===== src/rtl/pipe_hazard_ctrl.sv =====
// rtl/pipe_hazard_ctrl.sv - load/flush sequencer for the five pipeline-register banks
//
// Resolves load-use hazards (one bubble), taken branches (flush IF/ID and ID/EX)
// and multi-cycle data-memory accesses (freeze the pipe, abort after MEM_TIMEOUT).
// Optional build macro PIPE_PERF_CNT_EN adds saturating performance counters.
//
// Ports:
//   clk, rst                       clock, synchronous active-high reset
//   id_rs1, id_rs2, ex_rd          register specifiers for hazard detection
//   ex_memread, ex_branch_taken    EX-stage load / taken-branch indicators
//   mem_req, mem_ack               data-memory request outstanding / completes
//   pc_load .. memwb_load          per-bank load enables
//   ifid_flush, idex_flush         insert NOP / bubble into IF/ID, ID/EX
//   mem_err                        one-cycle pulse on memory timeout
//   stall                          any load enable deasserted this cycle
//   perf_stall_cycles, perf_flushes, perf_mem_errs  (PIPE_PERF_CNT_EN only)
module pipe_hazard_ctrl #(
    parameter int REG_ADDR_W  = 5,
    parameter int MEM_TIMEOUT = 16,
    parameter int TO_W        = 8
) (
    input  logic                  clk,
    input  logic                  rst,
    input  logic [REG_ADDR_W-1:0] id_rs1,
    input  logic [REG_ADDR_W-1:0] id_rs2,
    input  logic [REG_ADDR_W-1:0] ex_rd,
    input  logic                  ex_memread,
    input  logic                  ex_branch_taken,
    input  logic                  mem_req,
    input  logic                  mem_ack,
    output logic                  pc_load,
    output logic                  ifid_load,
    output logic                  idex_load,
    output logic                  exmem_load,
    output logic                  memwb_load,
    output logic                  ifid_flush,
    output logic                  idex_flush,
    output logic                  mem_err,
    output logic                  stall
`ifdef PIPE_PERF_CNT_EN
    ,
    output logic [31:0]           perf_stall_cycles,
    output logic [31:0]           perf_flushes,
    output logic [31:0]           perf_mem_errs
`endif
);

    typedef enum logic [1:0] {
        RUN      = 2'd0,
        MEM_WAIT = 2'd1,
        ABORT    = 2'd2
    } state_t;

    state_t          state, state_d;
    logic [TO_W-1:0] cnt, cnt_d;
    logic            hz;
    logic            advance;

    // A zero destination is x0 and can never carry a loaded value.
    assign hz = ex_memread && (ex_rd != '0) && ((ex_rd == id_rs1) || (ex_rd == id_rs2));

    always_comb begin
        pc_load    = 1'b0;
        ifid_load  = 1'b0;
        idex_load  = 1'b0;
        exmem_load = 1'b0;
        memwb_load = 1'b0;
        ifid_flush = 1'b0;
        idex_flush = 1'b0;
        mem_err    = 1'b0;
        state_d    = state;
        cnt_d      = cnt;
        advance    = 1'b0;

        if (rst) begin
            state_d = RUN;
            cnt_d   = '0;
        end else begin
            case (state)
                RUN: begin
                    // An outstanding access freezes everything; branch/hazard
                    // stay visible in the frozen EX/ID and are handled later.
                    if (mem_req && !mem_ack) begin
                        state_d = MEM_WAIT;
                        cnt_d   = TO_W'(1);
                    end else begin
                        advance = 1'b1;
                    end
                end
                MEM_WAIT: begin
                    if (mem_ack) begin
                        advance = 1'b1;
                        state_d = RUN;
                        cnt_d   = '0;
                    end else if (cnt == TO_W'(MEM_TIMEOUT)) begin
                        state_d = ABORT;
                    end else begin
                        cnt_d = cnt + TO_W'(1);
                    end
                end
                ABORT: begin
                    pc_load    = 1'b1;
                    ifid_load  = 1'b1;
                    idex_load  = 1'b1;
                    exmem_load = 1'b1;
                    memwb_load = 1'b1;
                    ifid_flush = 1'b1;
                    idex_flush = 1'b1;
                    mem_err    = 1'b1;
                    state_d    = RUN;
                    cnt_d      = '0;
                end
                default: begin
                    state_d = RUN;
                    cnt_d   = '0;
                end
            endcase

            // Pipe is allowed to move: branch flush beats the load-use bubble.
            if (advance) begin
                exmem_load = 1'b1;
                memwb_load = 1'b1;
                idex_load  = 1'b1;
                if (ex_branch_taken) begin
                    pc_load    = 1'b1;
                    ifid_load  = 1'b1;
                    ifid_flush = 1'b1;
                    idex_flush = 1'b1;
                end else if (hz) begin
                    idex_flush = 1'b1;
                end else begin
                    pc_load   = 1'b1;
                    ifid_load = 1'b1;
                end
            end
        end

        stall = !rst && !(pc_load && ifid_load && idex_load && exmem_load && memwb_load);
    end

    always_ff @(posedge clk) begin
        state <= state_d;
        cnt   <= cnt_d;
    end

`ifdef PIPE_PERF_CNT_EN
    always_ff @(posedge clk) begin
        if (rst) begin
            perf_stall_cycles <= '0;
            perf_flushes      <= '0;
            perf_mem_errs     <= '0;
        end else begin
            if (stall && (perf_stall_cycles != '1)) perf_stall_cycles <= perf_stall_cycles + 32'd1;
            if (ifid_flush && (perf_flushes != '1)) perf_flushes      <= perf_flushes + 32'd1;
            if (mem_err && (perf_mem_errs != '1))   perf_mem_errs     <= perf_mem_errs + 32'd1;
        end
    end
`endif

endmodule

===== config.mk =====
export PLATFORM = sky130hd
export DESIGN_NAME = pipe_hazard_ctrl
export DESIGN_NICKNAME = d
export VERILOG_FILES = /design/src/rtl/pipe_hazard_ctrl.sv
export SDC_FILE = /design/constraint.sdc
export NUM_CORES = 1
export LEC_CHECK = 0
export CELL_PAD_IN_SITES_DETAIL_PLACEMENT = 2
export CELL_PAD_IN_SITES_GLOBAL_PLACEMENT = 2
export CORE_UTILIZATION = 25
export CTS_CLUSTER_DIAMETER = 150
export DETAILED_ROUTE_END_ITERATION = 7
export GPL_ROUTABILITY_DRIVEN = 0
export MAX_ROUTING_LAYER = met4
export PLACE_DENSITY_LB_ADDON = 0.12
export SLEW_MARGIN = 15
export SYNTH_ARGS = -nofsm -noshare
export SYNTH_HDL_FRONTEND = slang
export SYNTH_SLANG_ARGS = --single-unit

===== constraint.sdc =====
create_clock -name clk -period 1.89 [get_ports clk]
set_input_delay 0.2835 -clock clk [delete_from_list [all_inputs] [get_ports clk]]
set_output_delay 0.2835 -clock clk [all_outputs]
set_load 0.01 [all_outputs]

==> out/results.ini, run 1 <==
[logic_synthesis]
area_leaders=dfxtp_1 (24%), xor2_1 (14%), a21oi_1 (4.8%)
yosysUniqueCellTypes=37
muxShareOfSynthArea=0
syn_inst=94
synth_area_sq_um=829.5
edf_count=0
synthMostInstantiatedCell=xor2_1
syn_nets=117
ys_sh_adder=0.03017
synth.logic.top_family=simple AND/OR/NAND/NOR gates
top_area_cell=dfxtp_1
async_flop_share=0
ff_type=dfxtp_1
ys_ff=10
top_area_frac=0.2413
synth.yosys.seq_area_share=0.2413
ys_cells=94
synth-xor-area-share=0.1373
ys_sh_aoi=0.2368

[final_layout]
mi_logic_area_sq_um=633.1
num-fill-cells=373
clock_area_frac=0.01727
n_all_buffers=45
bufAreaShareNonClock=0.2841
diodes=0
regArea_sq_um=203.9
drive_gt1_frac=0.3551
final_cell_mix=dlygate4sd2_1 (15), buf_4 (15), xor2_1 (12)
final_cell_area_sq_um=1304
largest_cell_class=combinational gates
clock_buffers=3
final_nets=163
inverters=5

[routing]
post-route-drc-count=0
antenna_left=0
maxUsedRoutingLayer=met4
firstDrtPassIters=3
wl_met3_microns=87
wirelength_microns=2619
detail_route.vias_per_cell=4.648
dr_wl_met2_microns=1459

[clocking]
cts_setup_buffers=4
postCtsHoldBufs=0
clock_path_buffers=2
ctsHtreeMaxLevel=1
cts_tree=yes
clockRootBuffer=clkbuf_4
cts.sinks=10
cts_inserted_buffers=3

[job]
warning_count=29
cap_viol_max_count=0

[power_and_ir_drop]
comb_power_share=0.345
clock_power_share=0.272
switchingPower_mw=0.1765
intPower_mw=0.3867
power.density_nw_per_um2=431.9

[global_route]
antenna_found_initial=0
grt_max_degree=8
grt_pass1_wl_microns=4167
grt_pass1_vias=895
met1_usage=0.1697

[floorplan]
pin_count=30
dieArea_sq_um=3553
fp.dieH_microns=59.61
tap-cell-count=44
die_w_microns=59.61

[timing]
worst_pin_slew_ns=0.4636
drv_slew=0
slew_headroom=0.6910
min_period_ns=1.924
whs_ns=0.4998
setup_viol=1
hold_viol=0
setup_ws_ns=-0.03387
fin_crit_sh=1.018
clock.fmax_mhz=519.8

[critical_path]
slowest_stage=dfxtp_4
timing.rr.end=cnt[2]
crit_required_ns=1.61
cpPeakStageDelay_ns=0.36
cp.buffers_inverters=2
crit_chain=nand2b_4, a31oi_4, nor2_4, o31a_1, buf_4, buf_6
cp_max_fo=4
cp.depth=6
crit_type=register to output port
cp.arrival_ns=1.64
r2r_setup_slack_ns=0.27
r2r_cells=6
startpoint_type=register

[status]
outcome=finished, violations left
violations=setup timing

[place]
dp_hpwl_microns=2058
preCtsSetupSlack_ns=-0.6801
portBuffers=29

[worst_hold_path]
min_to=state[0]

[run 1: flip-flops by register name (all words and copies together), names as in the netlist]
name and cells:
state 2, cnt 8
[run 1: power groups by stage]
stage	Clock, mW	Combinational (mW)	Sequential (mW)
CTS	0.161	0.195	0.216
global placement	0	0.188	0.222
finish	0.153	0.194	0.216
global route	0.169	0.209	0.217
detailed placement	0	0.193	0.222
floorplan	0	0.0835	0.221
[run 1: worst min-delay path: cells and delay by family]
family	cells	cell delay (ns)
simple gates	1	0.06
buf+inv	2	0.38
[run 1: metrics by stage]
stage / util / std cells / power [mW]
final: 0.4202 / 182 / 0.5631
after global routing: 0.4202 / 182 / 0.5948
after CTS: 0.4222 / 181 / 0.5723
after detailed placement: 0.3944 / 174 / 0.4149
after global placement: 0.3944 / 174 / 0.4094
after floorplan: - / 94 / 0.3049
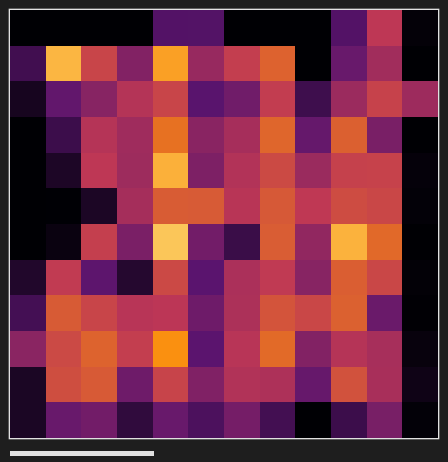
Run 1: cell area per tile
Scale bar: 20 microns. 12 x 12 tiles, from black (low) to pale yellow (high), 0 to 100% covered.
16% of the tiles are nearly empty. The emptiest ninth of the die: middle left. 4.2% of the tiles are over 75% full. The fullest tile reaches 88%. The densest ninth of the die: center. The mean over all tiles is 35%.
post-layout util: 0.4202
Core ar.: 3103 sq um
FP Core Util: 0.2673

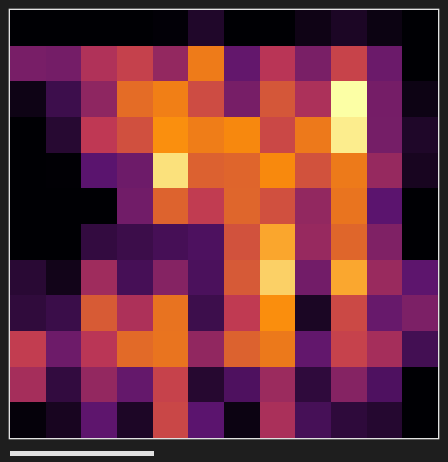
Run 1: routed metal per tile
Scale bar: 20 microns. 12 x 12 tiles, from black (low) to pale yellow (high), scaled to the fullest tile. Values are wire area over tile area, all layers added.
32% of the tiles are over half the peak. 15% of the tiles are nearly empty. The mean over all tiles is 0.11. The densest ninth of the die: center. The emptiest ninth of the die: middle left.
routed vias: 846
Total GRT Usage: 0.1685

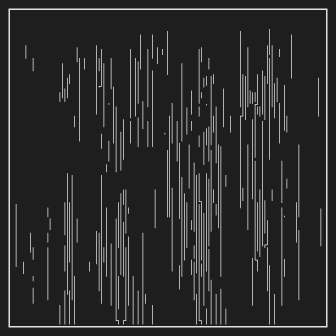
Run 1: met2 routing
The layer carries 1460 microns of wire. The wires run mostly vertical. 146 nets have wire on it.

==> inputs of run 2 (changes only) <==
--- a/config.mk
+++ b/config.mk
@@ -7,6 +7,7 @@
 export LEC_CHECK = 0
 export CELL_PAD_IN_SITES_DETAIL_PLACEMENT = 2
 export CELL_PAD_IN_SITES_GLOBAL_PLACEMENT = 2
+export CORE_ASPECT_RATIO = 0.6
 export CORE_UTILIZATION = 25
 export CTS_CLUSTER_DIAMETER = 150
 export DETAILED_ROUTE_END_ITERATION = 7
==> out/results.ini, run 2 <==
[status]
outcome=completed

[global_route]
met1_usage=0.2072
grt.total_usage=0.1621
antenna_found_initial=0
grt_max_degree=7
grt_pass1_vias=862

[routing]
dr_wl_met2_microns=1279
wl_met3_microns=93
wirelength_microns=2690
post-route-drc-count=0
firstDrtPassIters=2
vias=834
detail_route.vias_per_cell=4.685
maxUsedRoutingLayer=met3

[critical_path]
timing.rr.end=cnt[2]
cpPeakStageDelay_ns=0.54
slowest_stage=clkdlybuf4s50_1
crit_type=primary input to output port
r2r_setup_slack_ns=0.23
crit_required_ns=1.61
crit_chain=dlygate4sd2_1, inv_1, buf_4, and3_2, clkdlybuf4s50_1
r2r_cells=6
cp_max_fo=3

[final_layout]
largest_register_ffs=8
final_cell_area_sq_um=1297
fin_cells=178
top_register=cnt
inverters=5
n_all_buffers=43
diodes=0
final_cell_mix=buf_4 (13), xor2_1 (12), dlygate4sd2_1 (10)
reg.largest.list=cnt (8), state (2)
regArea_sq_um=201.4
num-fill-cells=336
mi_logic_area_sq_um=616.8
clock_area_frac=0.03182
clock_buffers=3
drive_gt1_frac=0.3088
final_nets=161

[worst_hold_path]
min_to=cnt[1]

[logic_synthesis]
ys_sh_adder=0.03017
async_flop_share=0
synth.yosys.seq_area_share=0.2413
top_area_frac=0.2413
synth.logic.top_family=simple AND/OR/NAND/NOR gates
top_area_cell=dfxtp_1
synth_area_sq_um=829.5
yosysUniqueCellTypes=37
ff_type=dfxtp_1
syn_inst=94
ys_ff=10
area_leaders=dfxtp_1 (24%), xor2_1 (14%), a21oi_1 (4.8%)
muxShareOfSynthArea=0
synthMostInstantiatedCell=xor2_1
ys_sh_aoi=0.2368
syn_nets=117
edf_count=0

[timing]
whs_ns=0.5111
fin_crit_sh=0.9697
hold_viol=0
slew_headroom=0.7036
drv_slew=0
worst_pin_slew_ns=0.4447
setup_ws_ns=0.05727
setup_viol=0

[place]
preCtsSetupSlack_ns=-0.6790
dp_hpwl_microns=2189
portBuffers=29
placed_cells_incl_taps=174

[clocking]
clock_path_buffers=2
cts.sinks=10
ctsHtreeMaxLevel=1
cts_inserted_buffers=3

[floorplan]
tap-cell-count=42
pin_count=30
dieArea_sq_um=3560

[job]
cap_viol_max_count=0
warning_count=27

[power_and_ir_drop]
total_power_mw=0.6287

-- run 2: cell counts after synthesis --
Identical to the previous run, type by type.
-- run 2: where the power goes --
| part | total [mW] | switching (mW) | internal (mW) |
|---|---|---|---|
| logic | 0.184 | 0.0892 | 0.0947 |
| registers | 0.218 | 0.00341 | 0.214 |
| clock network | 0.227 | 0.0871 | 0.140 |
| total | 0.629 | 0.180 | 0.449 |
-- run 2: repair_timing --
action | 4_1_cts | 5_1_grt
cloned | 0 | 0
pin swaps | 7 | 9
setup buffers | 1 | 0
resized | 38 | 17
endpoints found under the setup margin | 9 | 4
-- run 2: critical path: cells and delay by family --
| kind | cells | cell delay [ns] |
|---|---|---|
| buffers and inverters | 4 | 1.08 |
| AND/OR/NAND/NOR | 1 | 0.17 |
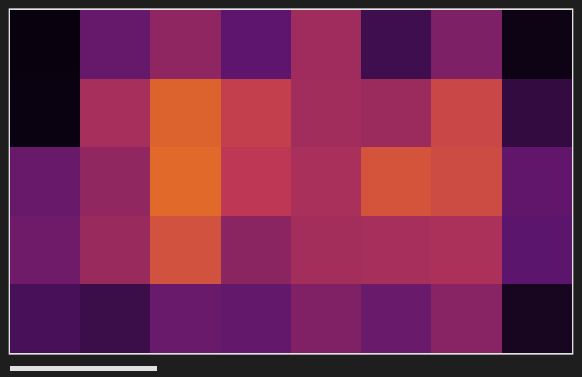
Run 2: cell area per tile
Scale bar: 20 microns. 8 x 5 tiles, from black (low) to pale yellow (high), 0 to 100% covered.
The mean over all tiles is 35%. The fullest tile reaches 65%. The densest ninth of the die: center.
post-layout util: 0.4321
FP Core Util: 0.2763
Core ar.: 3003 sq um

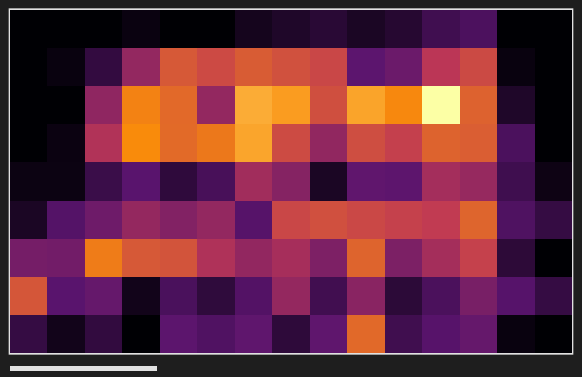
Run 2: routed metal per tile
Scale bar: 20 microns. 15 x 9 tiles, from black (low) to pale yellow (high), scaled to the fullest tile. Values are wire area over tile area, all layers added.
13% of the tiles are nearly empty. 27% of the tiles are over half the peak. The mean over all tiles is 0.11. The fullest tile reaches 0.37.

Power figures rest on the tool's default switching activity, not on a simulated workload.
